### config.mk
export PLATFORM = sky130hd
export DESIGN_NAME = not16_skid_in
export DESIGN_NICKNAME = d
export VERILOG_FILES = /design/src/rtl/not16_skid_in.sv
export SDC_FILE = /design/constraint.sdc
export NUM_CORES = 1
export LEC_CHECK = 0
export ABC_AREA = 1
export CAP_MARGIN = 20
export CORE_ASPECT_RATIO = 0.5
export CORE_UTILIZATION = 50
export CTS_CLUSTER_SIZE = 12
export DETAILED_ROUTE_END_ITERATION = 10
export PLACE_DENSITY = 0.78
export SLEW_MARGIN = 5
export SYNTH_ARGS = -nofsm -noshare
export SYNTH_HDL_FRONTEND = slang
export SYNTH_SLANG_ARGS = --single-unit
### constraint.sdc
create_clock -name clk -period 1.4 [get_ports clk]
set_clock_uncertainty 0.1 [all_clocks]
set_input_delay 0.21 -clock clk [delete_from_list [all_inputs] [get_ports clk]]
set_output_delay 0.21 -clock clk [all_outputs]
set_load 0.05 [all_outputs]
### src/rtl/not16_skid_in.sv
`default_nettype none
// ============================================================================
// Module   : not16_skid_in
// Purpose  : Two-entry valid/ready skid buffer feeding the 16-bit inverter.
//            Optional accepted-word counter: define NOT16_SKID_COUNT_EN.
// Revision : 1.0
// ============================================================================
module not16_skid_in #(
    parameter int WIDTH = 16
) (
    input  logic             clk,
    input  logic             rst_n,
    input  logic             in_valid,
    input  logic [WIDTH-1:0] in,
    output logic             in_ready,
    output logic             out_valid,
    output logic [WIDTH-1:0] out,
    input  logic             out_ready
`ifdef NOT16_SKID_COUNT_EN
    ,
    output logic [15:0]      count
`endif
);

    logic             main_valid_q, main_valid_d;
    logic             skid_valid_q, skid_valid_d;
    logic [WIDTH-1:0] main_data_q,  main_data_d;
    logic [WIDTH-1:0] skid_data_q,  skid_data_d;
    logic             w_acc;
    logic             w_pop;

    // in_ready comes straight from the skid flop, so out_ready never reaches it.
    assign in_ready  = ~skid_valid_q;
    assign out_valid = main_valid_q;
    assign out       = main_data_q;

    assign w_acc = in_valid & ~skid_valid_q;
    assign w_pop = main_valid_q & out_ready;

    always_comb begin
        main_valid_d = main_valid_q;
        skid_valid_d = skid_valid_q;
        main_data_d  = main_data_q;
        skid_data_d  = skid_data_q;
        if (!main_valid_q) begin
            if (w_acc) begin
                main_data_d  = in;
                main_valid_d = 1'b1;
            end
        end else if (w_pop) begin
            if (skid_valid_q) begin
                main_data_d  = skid_data_q;
                skid_valid_d = 1'b0;
            end else if (w_acc) begin
                main_data_d  = in;
            end else begin
                main_valid_d = 1'b0;
            end
        end else if (!skid_valid_q && w_acc) begin
            skid_data_d  = in;
            skid_valid_d = 1'b1;
        end
    end

    always_ff @(posedge clk or negedge rst_n) begin
        if (!rst_n) begin
            main_valid_q <= 1'b0;
            skid_valid_q <= 1'b0;
            main_data_q  <= '0;
            skid_data_q  <= '0;
        end else begin
            main_valid_q <= main_valid_d;
            skid_valid_q <= skid_valid_d;
            main_data_q  <= main_data_d;
            skid_data_q  <= skid_data_d;
        end
    end

`ifdef NOT16_SKID_COUNT_EN
    localparam int c_CNT_W = 16;

    logic [c_CNT_W-1:0] count_q, count_d;

    // Natural modulo-2^16 wrap.
    assign count_d = w_acc ? count_q + 1'b1 : count_q;
    assign count   = count_q;

    always_ff @(posedge clk or negedge rst_n) begin
        if (!rst_n) begin
            count_q <= '0;
        end else begin
            count_q <= count_d;
        end
    end
`endif

endmodule
`default_nettype wire

==> out/metrics.yaml <==
yosys:
  most_common_cell: "nand2_1"
  synth_top_area_share_pct: 46.04
  common_cells: "nand2_1 (73), inv_1 (65), dfrtp_1 (34)"
  ys_cells: 250
  yosysTopAreaCell: "dfrtp_1"
  avgSynthCellArea_um2: 7.392
  synthCells: 250
  synthArstFlopShare_pct: 100.0
  syn_area_mm2: 0.001848
  numSynthFlops: 34
  synth.distinct_cells: 14
  fp_nets: 270
  yosys_area_mm2: 0.001848
  edf_count: 0
  ys_seq_share_pct: 46.04
  topCellsByArea: "dfrtp_1 (46%), nand2_1 (15%), inv_1 (13%)"
  ff_type: "dfrtp_1"
critical_path:
  rrSetupSlack_ns: 0.10
  path_cells: "inv_4 > buf_6 > buf_12"
  worst_setup_path_start_kind: "flip-flop"
  endpoint: "in_ready"
  r2r-end: "out[3]$_DFFE_PN0P_"
  reg2reg_from: "skid_valid_q$_DFFE_PN0P_"
  crit_buf_inv: 3
  critical_path_class: "flip-flop to output pin"
  cp_slowest_cell: "dfrtp_2"
  cp_max_fo: 8
  path_depth: 3
  cp-startpoint: "skid_valid_q$_DFFE_PN0P_"
  worstSetupEndpointType: "output pin"
  critical_path.top_delay_family: "flip-flops"
  rr_worst_depth: 7
  cp_data_arrival_time_ns: 1.04
  cp.required_ns: 1.09
  max_stage_delay_ns: 0.42
final_timing:
  slew_headroom_pct: 83.24
  maxSlewViolCount: 0
  setup_viol: 0
  rsz0062_at_grt: "no"
  hold_violations: 0
  min_period_ns: 1.348
  finalHoldWorstSlack_ns: 0.2024
  final.period_utilization_pct: 96.27
  finalWorstSetupSlack_ns: 0.05228
  tightest_slew_ns: 0.2514
  fmax_mhz: 742.0
  setup_tns_ns: 0
routing:
  num_vias: 1629
  dr_wl_met3_um: 162
  maxUsedRoutingLayer: "met4"
  drt-initial-drc-count: 110
  drc: 0
  ant_nets: 0
  wire_per_inst_um: 11.21
  m1WireLength_um: 1648
  first_pass_iters: 4
  via_per_inst: 4.695
  met2_wirelength_um: 2025
floorplan:
  dieWidth_um: 87.98
  chipArea_mm2: 0.003958
  tap-cell-count: 51
  core_area_mm2: 0.003491
  io_pins: 38
  fp_util_pct: 52.94
  die_y_um: 44.99
  rows: 15
layout:
  largest_class: "sequential cells"
  diodes: 0
  drive_gt1_share_pct: 19.26
  nClkBuffers: 7
  final_util_pct: 74.27
  seq_share_pct: 32.91
  comb_cells: 138
  flop-count: 34
  fin_cells: 347
  clock_area_share_pct: 3.330
  nNonClkInverters: 66
  fin_nets: 316
  final_layout_top_logic_cell: "nand2_1"
  logic_area_um2: 654.4
  nFillCells: 248
  mostFrequentLayoutCells: "nand2_1 (73), inv_1 (65), nand3_1 (33)"
  signal_buffers: 51
  final-seq-area_um2: 853.3
  comb_share_pct: 25.24
  syn_to_final_growth_pct: 40.28
  buffer_area_share_pct: 26.40
grt:
  antenna_found_initial: 0
  grt_pass1_wl_um: 6693
  grtUsageMet2_pct: 43.26
  grt_pass1_vias: 1648
  grt_max_degree: 35
  grt_util_met3_pct: 6.399
  grt.total_usage_pct: 22.63
  grt-busiest-layer: "met2"
  grt.overflow.total: 0
cts:
  cts_buffers: 5
  cts_buffer_depth: 2
  ctsHoldBuffers: 0
  path_clk_slew_ns: 0.06
  cts-htree-levels: 2
  clk_latency_ns: 0.28
  cts.sinks: 34
  cts-root-buf: "clkbuf_8"
  postCtsSetupBuffers: 3
  cts-resized-gates: 1
  cts_tree: "done"
run_status:
  status: "finished clean"
power:
  p_comb_share_pct: 59.8
  p_int_uw: 3601
  leakage_uw: 0.001475
  power_frac_seq_pct: 29.4
  p_sw_uw: 2922
  swShare_pct: 44.79
  power_frac_clock_pct: 10.8
  powerSeq_uw: 1920
  power.density_mw_per_mm2: 2516
  peakVddDrop_mv: 1.224
  powerComb_uw: 3900
  p_clk_uw: 707
  top_power_group: "combinational cells"
run:
  drv_cap: 0
  warnings: 26
hold_path:
  hold_path.class: "input port to asynchronous set/reset pin"
placed_design:
  portBuffers: 37
  dpl.cell_count: 337
  pre_cts_slack_ns: -0.1785
  place_hpwl_um: 2857
  globalplace.congestion: 0.8028
## through the flow
step | power [uW] | area, um^2
6_report | 6523 | 2592
5_1_grt | 6945 | 2592
4_1_cts | 6554 | 2589
3_5_place_dp | 5765 | 2479
3_3_place_gp | 5630 | 2479
2_1_floorplan | 4136 | 1849
## worst register-to-register path: stages (launching register included)
cell and delay (ns):
dfrtp_2 0.42, buf_4 0.16, nand2_4 0.08, nand2_4 0.05, nand2_4 0.19, nand2_1 0.09, nand2_1 0.07, inv_1 0.04
## logic make-up after synthesis
group | count (synthesis) | share of synthesized area, %
and+or+nand+nor | 122 | 31.08
DFF | 34 | 46.04
AOI/OAI and AO/OA | 16 | 4.333
buffers and inverters | 78 | 18.55
Fig. 1: the metal 1 layer
Supply wires on this layer in grey.
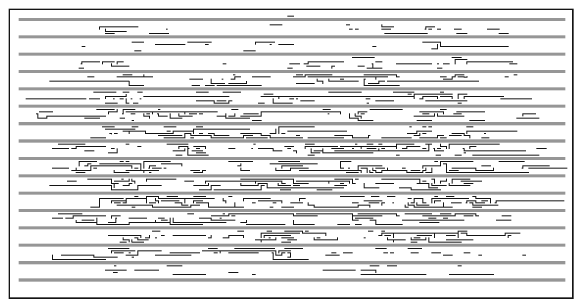
main direction = horizontal
longest straight run = 23.9 um
nets with wire on the layer = 280
share of all routed wire = 42%
wire length on this layer = 1650 um
M1 GR Usage: 25.23%
DRT Wirelength: 3890 um

Fig. 2: signal wires on met2
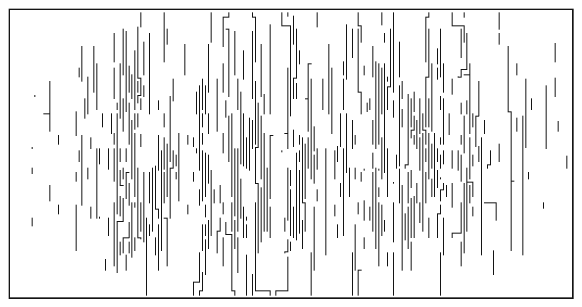
nets with wire on the layer = 256
longest straight run = 21.8 um
wire length on this layer = 2030 um

Fig. 3: met3 routing
Scale bar: 20 um.
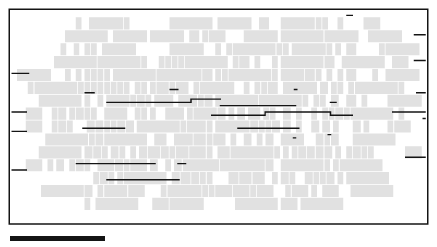
main direction = horizontal
share of all routed wire = 4.2%
wire length on this layer = 163 um

Fig. 4: selected gate families
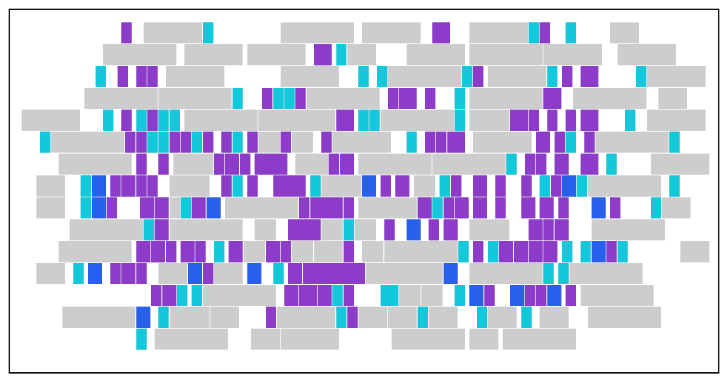
blue -> inverting AOI/OAI gates  # cells 16
purple -> NAND gates  # cells 122
cyan -> inverters  # cells 66, where all over the die

No activity file was given, so power comes from the tool's default toggle rates.
